==> config.mk <==
export PLATFORM = sky130hd
export DESIGN_NAME = enemy_fire_scheduler
export DESIGN_NICKNAME = d
export VERILOG_FILES = /design/src/rtl/enemy_pkg.sv /design/src/rtl/lfsr8.sv /design/src/rtl/enemy_fire_scheduler.sv
export SDC_FILE = /design/constraint.sdc
export NUM_CORES = 1
export LEC_CHECK = 0
export CAP_MARGIN = 25
export CORE_MARGIN = 5
export CORE_UTILIZATION = 40
export CTS_BUF_LIST = sky130_fd_sc_hd__clkbuf_8
export CTS_CLUSTER_SIZE = 20
export DETAILED_ROUTE_END_ITERATION = 10
export GPL_TIMING_DRIVEN = 0
export HOLD_SLACK_MARGIN = 0.15
export MAX_ROUTING_LAYER = met4
export PLACE_DENSITY = 0.65
export RECOVER_POWER = 25
export SKIP_CTS_REPAIR_TIMING = 1
export SYNTH_ARGS = -nofsm -noshare
export SYNTH_HDL_FRONTEND = slang
export SYNTH_SLANG_ARGS = --single-unit
==> constraint.sdc <==
create_clock -name clk -period 4.6 [get_ports clk]
set_clock_uncertainty 0.05 [all_clocks]
set_input_delay 0.46 -clock clk [delete_from_list [all_inputs] [get_ports clk]]
set_output_delay 0.46 -clock clk [all_outputs]
set_load 0.005 [all_outputs]
==> src/rtl/enemy_pkg.sv <==
// Shared types for the enemy fire path: coordinate/id widths and the
// scheduler state encoding.
package enemy_pkg;

    localparam int unsigned ENEMY_ID_W = 4;
    localparam int unsigned COORD_W    = 11;

    typedef logic [COORD_W-1:0]    coord_t;
    typedef logic [ENEMY_ID_W-1:0] enemy_id_t;

    typedef enum logic [1:0] {
        COOLDOWN,
        SELECT,
        REQUEST
    } fire_state_t;

    // raw is at most 2*n-1, so a single conditional subtract is a full modulo.
    function automatic enemy_id_t wrapIndex(input logic [ENEMY_ID_W:0] raw,
                                            input int unsigned         n);
        if (32'(raw) >= n)
            return enemy_id_t'(32'(raw) - n);
        else
            return enemy_id_t'(raw);
    endfunction

endpackage

==> src/rtl/lfsr8.sv <==
// 8-bit Fibonacci LFSR (taps 8,6,5,4) advancing one step per enable.
module lfsr8 #(
    parameter logic [7:0] SEED = 8'hA5
) (
    input  logic       clk,
    input  logic       resetN,
    input  logic       en,
    output logic [7:0] value
);

    logic feedback;

    assign feedback = value[7] ^ value[5] ^ value[4] ^ value[3];

    always_ff @(posedge clk or negedge resetN) begin
        if (!resetN)
            value <= SEED;
        else if (en)
            value <= {value[6:0], feedback};
    end

endmodule

==> src/rtl/enemy_fire_scheduler.sv <==
// Picks the next alive enemy round-robin after a jittered frame cooldown and
// presents one fire request to the bullet spawner until ack, death or timeout.
module enemy_fire_scheduler
    import enemy_pkg::*;
#(
    parameter int unsigned AMOUNT_OF_ENEMIES    = 2,
    parameter int unsigned ENEMY_WIDTH          = 20,
    parameter int unsigned ENEMY_HEIGHT         = 20,
    parameter logic [7:0]  FIRE_COOLDOWN_FRAMES = 8'd60,
    parameter logic [7:0]  JITTER_MASK          = 8'h1F,
    parameter int unsigned ACK_TIMEOUT_FRAMES   = 4,
    parameter logic [7:0]  LFSR_SEED            = 8'hA5
) (
    input  logic                              clk,
    input  logic                              resetN,
    input  logic                              startOfFrame,
    input  logic                              pause,
    input  logic [AMOUNT_OF_ENEMIES-1:0]      aliveMask,
    input  logic [AMOUNT_OF_ENEMIES*11-1:0]   enemiesTLX,
    input  logic [AMOUNT_OF_ENEMIES*11-1:0]   enemiesTLY,
    input  logic                              fireAck,
    output logic                              fireReq,
    output logic [3:0]                        fireEnemyId,
    output logic [10:0]                       fireX,
    output logic [10:0]                       fireY
);

    localparam enemy_id_t LAST_ID   = enemy_id_t'(AMOUNT_OF_ENEMIES - 1);
    localparam coord_t    X_OFF     = coord_t'(ENEMY_WIDTH / 2);
    localparam coord_t    Y_OFF     = coord_t'(ENEMY_HEIGHT);
    localparam logic [7:0] TIMEOUT_LAST =
        8'((ACK_TIMEOUT_FRAMES == 0) ? 0 : ACK_TIMEOUT_FRAMES - 1);

    fire_state_t state, nextState;

    logic [8:0]  cnt;
    logic [8:0]  reloadValue;
    logic [7:0]  tcnt;
    logic [7:0]  lfsrValue;
    enemy_id_t   ptr;
    enemy_id_t   k;
    enemy_id_t   cand;
    logic        reqReg;

    logic        candAlive;
    logic        shooterAlive;
    coord_t      candX;
    coord_t      candY;

    logic        latchShot;
    logic        reload;
    logic        ptrToShooter;
    logic        clearK;
    logic        incK;
    logic        cntDec;
    logic        tcntInc;

    lfsr8 #(
        .SEED(LFSR_SEED)
    ) jitterLfsr (
        .clk   (clk),
        .resetN(resetN),
        .en    (startOfFrame & ~pause),
        .value (lfsrValue)
    );

    assign reloadValue = {1'b0, FIRE_COOLDOWN_FRAMES} + {1'b0, lfsrValue & JITTER_MASK};
    assign cand        = wrapIndex({1'b0, ptr} + 5'd1 + {1'b0, k}, AMOUNT_OF_ENEMIES);

    always_comb begin
        candAlive    = 1'b0;
        shooterAlive = 1'b0;
        candX        = '0;
        candY        = '0;
        for (int unsigned i = 0; i < AMOUNT_OF_ENEMIES; i++) begin
            if (32'(cand) == i) begin
                candAlive = aliveMask[i];
                candX     = enemiesTLX[COORD_W*i +: COORD_W];
                candY     = enemiesTLY[COORD_W*i +: COORD_W];
            end
            if (32'(fireEnemyId) == i)
                shooterAlive = aliveMask[i];
        end
    end

    always_ff @(posedge clk or negedge resetN) begin
        if (!resetN)
            state <= COOLDOWN;
        else
            state <= nextState;
    end

    // Pause suppresses every strobe, so all state below simply holds.
    always_comb begin
        nextState    = state;
        latchShot    = 1'b0;
        reload       = 1'b0;
        ptrToShooter = 1'b0;
        clearK       = 1'b0;
        incK         = 1'b0;
        cntDec       = 1'b0;
        tcntInc      = 1'b0;
        if (!pause) begin
            case (state)
                COOLDOWN: begin
                    if (startOfFrame) begin
                        if (cnt <= 9'd1) begin
                            nextState = SELECT;
                            clearK    = 1'b1;
                        end else begin
                            cntDec = 1'b1;
                        end
                    end
                end
                SELECT: begin
                    if (candAlive) begin
                        nextState = REQUEST;
                        latchShot = 1'b1;
                    end else if (k == LAST_ID) begin
                        nextState = COOLDOWN;
                        reload    = 1'b1;
                    end else begin
                        incK = 1'b1;
                    end
                end
                REQUEST: begin
                    // Ack outranks both a dying shooter and an expiring timeout.
                    if (fireAck) begin
                        nextState    = COOLDOWN;
                        reload       = 1'b1;
                        ptrToShooter = 1'b1;
                    end else if (!shooterAlive) begin
                        nextState = SELECT;
                        clearK    = 1'b1;
                    end else if (startOfFrame) begin
                        if (tcnt >= TIMEOUT_LAST) begin
                            nextState    = COOLDOWN;
                            reload       = 1'b1;
                            ptrToShooter = 1'b1;
                        end else begin
                            tcntInc = 1'b1;
                        end
                    end
                end
                default: nextState = COOLDOWN;
            endcase
        end
    end

    always_ff @(posedge clk or negedge resetN) begin
        if (!resetN) begin
            cnt         <= {1'b0, FIRE_COOLDOWN_FRAMES};
            ptr         <= LAST_ID;
            k           <= '0;
            tcnt        <= '0;
            reqReg      <= 1'b0;
            fireEnemyId <= '0;
            fireX       <= '0;
            fireY       <= '0;
        end else begin
            if (reload)
                cnt <= reloadValue;
            else if (cntDec)
                cnt <= cnt - 9'd1;

            if (clearK)
                k <= '0;
            else if (incK)
                k <= k + enemy_id_t'(1);

            if (ptrToShooter)
                ptr <= fireEnemyId;

            if (latchShot) begin
                tcnt        <= '0;
                fireEnemyId <= cand;
                fireX       <= candX + X_OFF;
                fireY       <= candY + Y_OFF;
            end else if (tcntInc) begin
                tcnt <= tcnt + 8'd1;
            end

            reqReg <= (nextState == REQUEST);
        end
    end

    assign fireReq = reqReg & ~pause;

endmodule

### Placement view

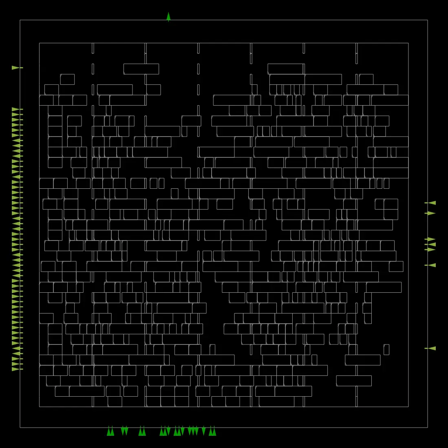
flop share of the area: 32.1%
core area: 9200 sq um
post-route insts no fill: 577

### Wiring by layer

(2 px per um) Two of the layers only.
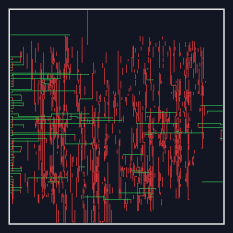
green -> M3  # wire length 763 um
red -> M2  # wire length 3,950 um
GRT Total Usage: 17.5%
via count: 3,068

### Pin placement

(4 px per um) Pins as bars across the die edge, other pins in grey.
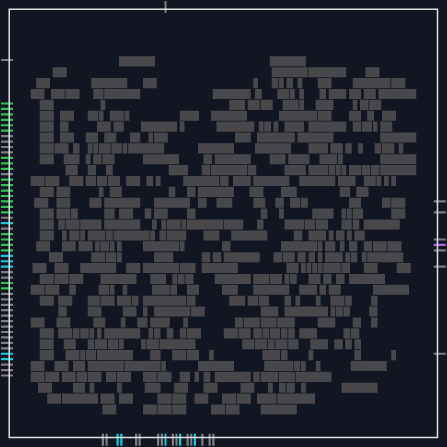
cyan -> fireY  # pins 11, direction output, edge 6 left, 5 bottom
purple -> fireAck  # pins 1, direction input, edge right
green -> enemiesTLX  # pins 22, direction input, edge left
chip height: 107 um
IO Port Bufs: 77
Die Wd: 107 um

### Wires at chosen ports, followed through buffers

(2 px per um)
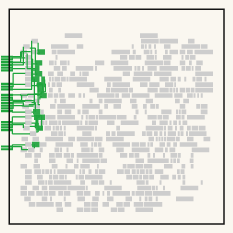
green -> enemiesTLX  # bits 22, direction input, edge left, end cells 15, wire 400 um
Top-Level Pins: 78

### Signal wires on met2

(4 px per um)
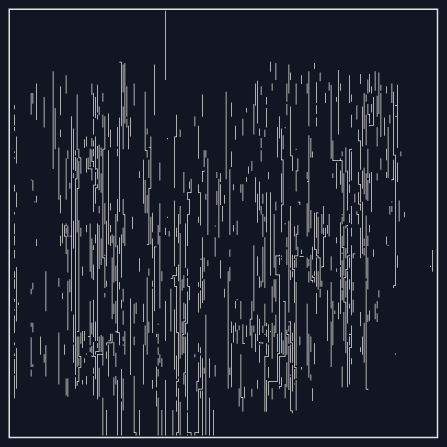
longest straight run = 49.0 um
main direction = vertical
nets with wire on the layer = 454
WL final: 9.04 mm
met2 track demand over resource: 26.0%

==> results.py <==
# Synthesis and PnR figures
metrics = {
    "status": {
        "outcome": "finished with violations",
        "violations": "capacitance limit, slew limit",
    },
    "route": {
        "drtIter0Drc": 97,
        "wl_per_cell_um": 15.7,
        "drtPass1Iterations": 4,
    },
    "yosys": {
        "edf_count": 0,
        "synth-simple-area-share_pct": 16.8,
        "compound_area_share_pct": 13.4,
        "yosys-stat-cells": 373,
        "synth.distinct_cells": 53,
        "mux_share_pct": 10.9,
        "ys_seq_share_pct": 41.8,
        "synthArstFlopShare_pct": 100,
        "fp_nets": 443,
        "largest_area_cell": "dfrtp_1",
        "syn_area_sq_um": 3740,
        "ys_ff": 62,
        "topCombFamilyByArea": "simple AND/OR/NAND/NOR gates",
        "syn_avg_cell_area_sq_um": 10.0,
    },
    "cells_and_area": {
        "synthToLayoutAreaGrowth_pct": 30.2,
        "final_nets": 531,
        "finish.instance_area_sq_um": 4870,
        "reg_top3": "fireX (11), fireY (11), cnt (9)",
        "antenna_cells": 0,
        "layout_top_cell": "clkdlybuf4s50_1",
    },
    "power": {
        "ir_drop_v": 0.000304,
        "powerDensity_nw_per_um2": 619,
    },
    "critical_path": {
        "start_kind": "register",
        "slowest_stage": "dfstp_2",
        "path_class": "register to register",
        "slowest_delay_ns": 0.51,
        "cp_num_buf_inv": 2,
        "critPathArrivalTime_ns": 4.39,
        "crit_path_start": "ptr[0]$_DFFE_PN1P_",
        "cp.required_ns": 4.79,
        "cpMostUsedCell": "ha_1",
        "path_delay_family": "AND-OR/OR-AND gates",
    },
    "timing": {
        "worst_pin_slew_ns": 3.36,
        "final.setup.tns_ns": 0,
        "fin_crit_sh_pct": 91.3,
        "drv_slew": 63,
    },
    "floorplanning": {
        "initial_core_util_pct": 40.7,
    },
    "place": {
        "placedCellCount": 561,
        "dpl_worst_slack_ns": 0.282,
        "gp_congestion": 0.832,
    },
    "cts": {
        "clockBufferDepth": 2,
        "htree_levels": 3,
        "cts_tree": "yes",
        "cts_root_buf": "clkbuf_8",
    },
    "run": {
        "maxCapViolations": 1,
        "warning_count": 31,
    },
    "hold_path": {
        "hold_class": "register to register",
    },
    "global_route": {
        "grt_max_degree": 63,
    },
}
==> per-layer routing <==
metal,track usage (%),vias to the layer above,share of wire (%)
met1,22.0,1449,46
met2,26.0,105,44
met4,6.48,0,1.7
met5,-,-,0
li1,-,1498,-
met3,6.44,16,8.4
==> final cells by class <==
| type | instances | area [sq um] |
|---|---|---|
| Fill cell | 864 | 4330 |
| Multi-Input combinational cell | 278 | 2010 |
| Sequential cell | 62 | 1560 |
| Timing Repair Buffer | 77 | 764 |
| Clock buffer | 11 | 151 |
| Tap cell | 111 | 139 |
| Buffer | 16 | 98.8 |
| Clock inverter | 5 | 73.8 |
| Inverter | 17 | 63.8 |
==> report_power, final <==
group / internal (W) / switching (W) / leakage [nW]
logic: 0.000734 / 0.000871 / 1.17
clock network: 0.000331 / 0.000215 / 0.121
registers: 0.000734 / 0.000127 / 0.812
==> kinds of logic after synthesis <==
group,count (synthesis)
buffers and inverters,33
xor gates and xnor gates,27
and+or+nand+nor,121
muxes,38
DFF,62
AOI/OAI and AO/OA,73
adders and majority gates,19
==> worst reg2reg max path, cell delays in order (launching register included) <==
cell	delay [ns]
dfstp_2	0.51
inv_1	0.04
ha_1	0.23
fa_1	0.40
xor2_1	0.21
ha_1	0.24
nor3b_1	0.15
nor2b_1	0.14
a311oi_1	0.42
a21o_1	0.23
clkbuf_2	0.26
nor2_1	0.09
ha_1	0.23
o21ai_0	0.41
nor4_1	0.12
xor2_1	0.16
o31ai_1	0.21
==> Yosys cell counts, types with 11 or more instances <==
| cell type | n |
|---|---|
| dfrtp_1 | 53 |
| nand2_1 | 36 |
| mux2i_1 | 26 |
| nor2_1 | 21 |
| o21ai_0 | 20 |
| xnor2_1 | 20 |
| ha_1 | 18 |
| inv_1 | 17 |
| o31ai_1 | 14 |
| a21oi_1 | 12 |
| and2_1 | 11 |
Power and IR drop assume default switching activity.
